### config.mk
export PLATFORM = sky130hd
export DESIGN_NAME = mmio_host_seq
export DESIGN_NICKNAME = d
export VERILOG_FILES = /design/src/rtl/mmio_host_seq.sv
export SDC_FILE = /design/constraint.sdc
export NUM_CORES = 1
export LEC_CHECK = 0
export ABC_AREA = 1
export ABC_CLOCK_PERIOD_IN_PS = 5220
export CORE_UTILIZATION = 50
export CTS_BUF_LIST = sky130_fd_sc_hd__clkbuf_16
export CTS_CLUSTER_SIZE = 8
export DETAILED_ROUTE_END_ITERATION = 10
export HOLD_SLACK_MARGIN = 0.03
export PLACE_DENSITY = 0.79
export SLEW_MARGIN = 20
export SYNTH_ARGS = -nofsm -noshare
export SYNTH_HDL_FRONTEND = slang
export SYNTH_SLANG_ARGS = --single-unit
export TNS_END_PERCENT = 100
### constraint.sdc
create_clock -name clk -period 5.22 [get_ports clk]
set_input_delay 0.522 -clock clk [delete_from_list [all_inputs] [get_ports clk]]
set_output_delay 0.522 -clock clk [all_outputs]
set_load 0.05 [all_outputs]
### src/rtl/mmio_host_seq.sv
// mmio_host_seq: MMIO bus initiator that configures the coprocessor's
// register shadow and runs inference jobs (program, start, poll, read G).
//
// Request handshake: cfg_req/job_req are one-cycle requests that are
// accepted only while the sequencer is in IDLE; a request seen in any
// other cycle (busy=1, or the completion cycle carrying cfg_done/res_valid)
// is dropped and the source must retry. If both arrive together, cfg_req
// wins. Completion is signalled by a one-cycle cfg_done or res_valid pulse,
// and busy is low on that cycle.
module mmio_host_seq #(
    parameter int POLL_GAP = 4,
    parameter int TIMEOUT  = 1024
) (
    input  logic         clk,
    input  logic         rst,
    input  logic         cfg_req,
    input  logic [191:0] cfg_thr,
    input  logic         job_req,
    input  logic [7:0]   job_T,
    input  logic [7:0]   job_dT,
    input  logic         job_reg_mode,
    input  logic         job_dt_mode,
    output logic         busy,
    output logic         cfg_done,
    output logic         res_valid,
    output logic [7:0]   res_G,
    output logic         res_err,
    output logic         cs,
    output logic         rd,
    output logic         wr,
    output logic [7:0]   addr,
    output logic [7:0]   wdata,
    input  logic [7:0]   rdata,
    output logic [3:0]   dbg_state
);

    typedef enum logic [3:0] {
        IDLE, CFG_WR, CFG_INIT, CFG_END, FLUSH, WR_MODE, WR_T, WR_DT,
        WR_START, POLL_WAIT, POLL_RD, G_GAP, RD_G, DONE
    } state_t;

    state_t        state, state_n;
    logic [4:0]    idx, idx_n;
    logic [7:0]    wcnt, wcnt_n;
    logic [15:0]   tmo;
    logic [191:0]  cfg_q;
    logic [7:0]    t_q, dtv_q;
    logic          reg_q, dt_q;
    logic          accept_cfg, accept_job;
    logic          cs_n, rd_n, wr_n, busy_n, cfg_done_n, res_valid_n, res_err_n;
    logic [7:0]    addr_n, wdata_n, res_g_n;

    assign dbg_state = state;

    // Next-state logic, then the bus/status values the next state presents.
    always_comb begin
        state_n    = state;
        idx_n      = idx;
        wcnt_n     = wcnt;
        res_g_n    = res_G;
        res_err_n  = res_err;
        accept_cfg = 1'b0;
        accept_job = 1'b0;
        case (state)
            IDLE: begin
                if (cfg_req) begin
                    state_n    = CFG_WR;
                    idx_n      = 5'd0;
                    accept_cfg = 1'b1;
                end else if (job_req) begin
                    state_n    = FLUSH;
                    accept_job = 1'b1;
                end
            end
            CFG_WR: begin
                if (idx == 5'd23) state_n = CFG_INIT;
                else              idx_n   = idx + 5'd1;
            end
            CFG_INIT:  state_n = CFG_END;
            CFG_END:   state_n = IDLE;
            FLUSH:     state_n = WR_MODE;
            WR_MODE:   state_n = WR_T;
            WR_T:      state_n = dt_q ? WR_START : WR_DT;
            WR_DT:     state_n = WR_START;
            WR_START: begin
                state_n = POLL_WAIT;
                wcnt_n  = 8'd0;
            end
            POLL_WAIT: begin
                if (wcnt == 8'(POLL_GAP - 1)) state_n = POLL_RD;
                else                          wcnt_n  = wcnt + 8'd1;
            end
            POLL_RD: begin
                if (rdata[0]) begin
                    state_n = G_GAP;
                end else if (tmo >= 16'(TIMEOUT)) begin
                    state_n   = DONE;
                    res_g_n   = 8'h00;
                    res_err_n = 1'b1;
                end else begin
                    state_n = POLL_WAIT;
                    wcnt_n  = 8'd0;
                end
            end
            G_GAP:     state_n = RD_G;
            RD_G: begin
                state_n   = DONE;
                res_g_n   = rdata;
                res_err_n = 1'b0;
            end
            DONE:      state_n = IDLE;
            default:   state_n = IDLE;
        endcase

        cs_n    = 1'b0;
        rd_n    = 1'b0;
        wr_n    = 1'b0;
        addr_n  = 8'h00;
        wdata_n = 8'h00;
        case (state_n)
            CFG_WR: begin
                wr_n    = 1'b1;
                addr_n  = 8'h10 + {3'b000, idx_n};
                // On the accepting cycle cfg_q is not loaded yet.
                wdata_n = accept_cfg ? cfg_thr[7:0] : cfg_q[{idx_n, 3'b000} +: 8];
            end
            CFG_INIT: begin
                wr_n    = 1'b1;
                addr_n  = 8'h01;
                wdata_n = {4'b0000, 1'b1, dt_q, reg_q, 1'b0};
            end
            FLUSH, POLL_RD: begin
                rd_n   = 1'b1;
                addr_n = 8'h00;
            end
            WR_MODE: begin
                wr_n    = 1'b1;
                addr_n  = 8'h01;
                wdata_n = {5'b00000, dt_q, reg_q, 1'b0};
            end
            WR_T: begin
                wr_n    = 1'b1;
                addr_n  = 8'h02;
                wdata_n = t_q;
            end
            WR_DT: begin
                wr_n    = 1'b1;
                addr_n  = 8'h03;
                wdata_n = dtv_q;
            end
            WR_START: begin
                wr_n    = 1'b1;
                addr_n  = 8'h01;
                wdata_n = {5'b00000, dt_q, reg_q, 1'b1};
            end
            RD_G: begin
                rd_n   = 1'b1;
                addr_n = 8'h04;
            end
            default: ;
        endcase
        cs_n        = rd_n | wr_n;
        cfg_done_n  = (state_n == CFG_END);
        res_valid_n = (state_n == DONE);
        busy_n      = !(state_n inside {IDLE, CFG_END, DONE});
    end

    // State, counters and all registered outputs.
    always_ff @(posedge clk) begin
        if (rst) begin
            state     <= IDLE;
            idx       <= 5'd0;
            wcnt      <= 8'd0;
            cs        <= 1'b0;
            rd        <= 1'b0;
            wr        <= 1'b0;
            addr      <= 8'h00;
            wdata     <= 8'h00;
            busy      <= 1'b0;
            cfg_done  <= 1'b0;
            res_valid <= 1'b0;
            res_G     <= 8'h00;
            res_err   <= 1'b0;
        end else begin
            state     <= state_n;
            idx       <= idx_n;
            wcnt      <= wcnt_n;
            cs        <= cs_n;
            rd        <= rd_n;
            wr        <= wr_n;
            addr      <= addr_n;
            wdata     <= wdata_n;
            busy      <= busy_n;
            cfg_done  <= cfg_done_n;
            res_valid <= res_valid_n;
            res_G     <= res_g_n;
            res_err   <= res_err_n;
        end
    end

    // Timeout counter: zero during the START write, then counts up and saturates.
    always_ff @(posedge clk) begin
        if (rst)                     tmo <= 16'd0;
        else if (state_n == WR_START) tmo <= 16'd0;
        else if (tmo != 16'hFFFF)    tmo <= tmo + 16'd1;
    end

    // Request payload capture; mode bits persist and feed the INIT write.
    always_ff @(posedge clk) begin
        if (rst) begin
            cfg_q <= '0;
            t_q   <= 8'h00;
            dtv_q <= 8'h00;
            reg_q <= 1'b1;
            dt_q  <= 1'b1;
        end else begin
            if (accept_cfg) cfg_q <= cfg_thr;
            if (accept_job) begin
                t_q   <= job_T;
                dtv_q <= job_dT;
                reg_q <= job_reg_mode;
                dt_q  <= job_dt_mode;
            end
        end
    end

endmodule

==> flow_summary.json <==
{
  "detailed_place.area_sq_um": 14590,
  "setup_total_negative_slack_ns": 0,
  "sequential_cell_area_sq_um": 5445,
  "synth.top_cells.by_area": "dfxtp_1 45%, nand2_1 14%, nand3_1 12%",
  "detailedRoute.firstPassIterationCount": 8,
  "async_set_or_reset_register_ratio_after_synthesis": 0,
  "remaining_routing_drc_violations": 0,
  "postSynthCellCount": 1742,
  "holdWs_ns": 0.4559,
  "rsz0062_at_grt": "no",
  "p_leak_uw": 0.006066,
  "cp-endpoint": "wdata[3]",
  "worstPathRequired_ns": 5.58,
  "min_to": "cfg_q[186]",
  "synthFlopType": "dfxtp_1",
  "timing.slew.headroom": 0.2941,
  "log.warning_count": 34,
  "cts_setup_buffers": 0,
  "setup_ws_ns": 1.755,
  "synthesis.area_per_instance_sq_um": 6.962,
  "vdd_drop_max_mv": 0.2630,
  "ioPinCount": 257,
  "final-instance-count-excl-fill": 2243,
  "grt_antenna_before_repair": 0,
  "clock_slew_seen_by_the_registers_of_the_worst_setup_and_hold_paths_ns": 0.05,
  "timing.final.max_slew_violations": 0,
  "syn_area_sq_um": 12130,
  "critical_path.most_common_cell": "nand2_1",
  "globalRouteMet1Util": 0.3773,
  "htreeDepth": 2,
  "clockNetworkAreaShare": 0.06321,
  "fmaxAchievable_mhz": 288.6,
  "chip_area_sq_um": 24880,
  "cts_buffers": 39,
  "nFlopsAndLatches": 272,
  "common_cells": "441 x nand2_1, 294 x nand3_1, 272 x dfxtp_1",
  "met1_length_mm": 14.98,
  "worst_hold_path_type": "register to register",
  "antenna_violating_nets_post_route": 0,
  "post-synth-top-area-cell": "dfxtp_1",
  "status": "finished, final reports clean",
  "layout.cells.most_common": "nand2_1",
  "antennaDiodeCount": 0,
  "drtIter0Drc": 1223,
  "worst-endpoint-arrival_ns": 3.82,
  "timing.final.hold_violations": 0,
  "critical_path_peak_fanout": 49,
  "r2r-end": "wdata[3]",
  "period_used_share": 0.6639,
  "yosys-stat-area_sq_um": 12130,
  "critical-path-max-stage-delay_ns": 0.82,
  "clock_sink_count": 272,
  "pwr_density_cell_nw_per_um2": 389.0,
  "worst_slew_pin_slew_ns": 1.059,
  "met2WireLength_mm": 16.96,
  "cts.root.buffer_cell": "clkbuf_16",
  "grt_start_max_net_pins": 129,
  "layout.comb_gates.multi_input": 1216,
  "max-clock-path-buffers": 3,
  "num-clock-buffers": 39,
  "largest_class": "multi-input combinational cells",
  "number_of_cells_on_the_critical_path": 16,
  "layout.buffer.nonclock.area_share": 0.1681,
  "grt_first_pass_wirelength_mm": 57.73,
  "r2r.worst_path.cells": 16,
  "ffs_latches_synth": 272,
  "crit_path_end_kind": "register"
}
==> where the power goes <==
part           switching (uW)  leakage [uW]  total (uW)  internal, uW
clock                     834      0.000485        2140          1300
combinational             967       0.00335        1500           529
sequential                116       0.00223        2420          2310
==> logic make-up after synthesis <==
kind of cell,after synthesis,share of synthesized area
buf+inv,255,0.08810
compound gates,357,0.1527
xor+xnor,9,0.006500
other cells,1,0.0003092
fa+ha+maj,4,0.004127
simple gates,844,0.2993
flops,272,0.4490
==> sequential cells by signal (all words and copies together) (netlist names), 4 cells and up <==
signal	flops
tmo	16
t_q	8
wdata	8
addr	6
dbg_state	4
idx	5
res_G	8
cfg_q	192
dtv_q	8
wcnt	8
Routing congestion:
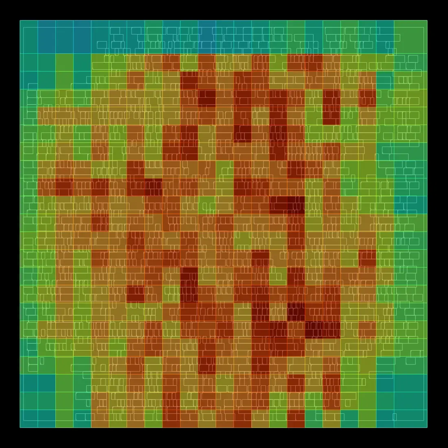
most crowded layer after global routing: met2
routing usage on met3: 0.04407
Avg WL per Cell: 16.21 um
met2 demand-to-capacity share in global routing: 0.4741
global router's overall resource usage: 0.2932

Wiring heat map:
Scale bar: 50 um. 32 x 32 tiles, from dark blue (low) to red (high), scaled to the fullest tile. Values are wire area over tile area, all layers added.
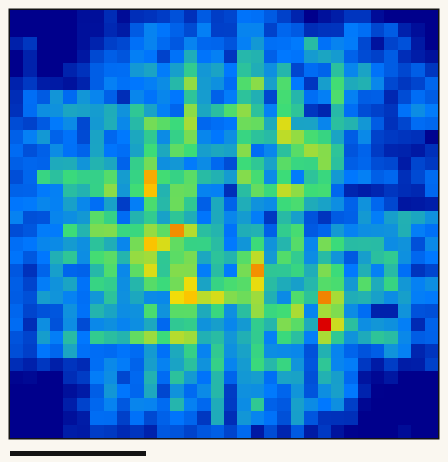
7.3% of the tiles are nearly empty. 11% of the tiles are over half the peak. The fullest tile reaches 0.86.
post-detailed-routing wire length: 36.36 mm
vias: 12.36k

Placed cells, one colour a class:
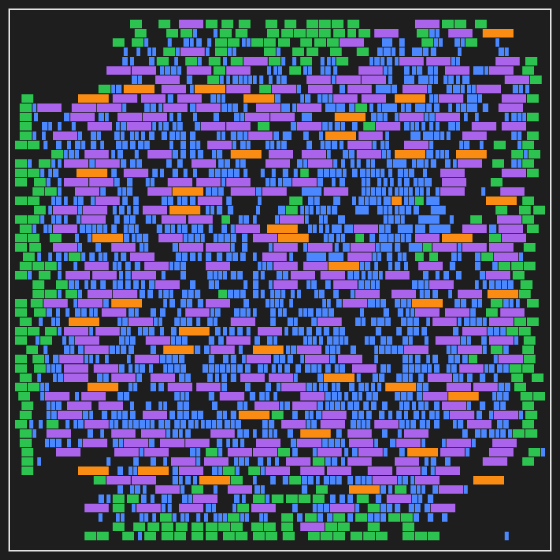
Key: other buffers and delay cells = green [cells 264, share of their area 17%]; flip-flops = purple [cells 272, share of their area 36%]; clock drivers and dummy loads = orange [cells 40, share of their area 6.5%]; all other logic = blue [cells 1348, share of their area 40%]
share of the final layout cell area in sequential cells: 0.3496
final core utilization: 0.6597
post-route cell area: 15580 sq um
std cell rows: 56

Cell density map:
Scale bar: 50 um. 16 x 16 tiles, from dark blue (low) to red (high), 0 to 100% covered.
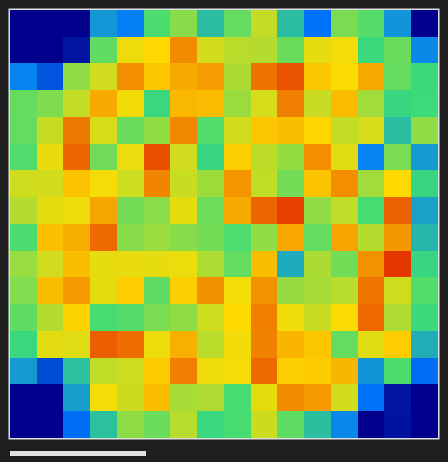
5.1% of the tiles are nearly empty. The fullest tile reaches 94%. 28% of the tiles are over 75% full. The mean over all tiles is 61%.
area of the core region: 23610 sq um
Core Density at Floorplan: 0.5136

Power is estimated from default activity; no workload was simulated.
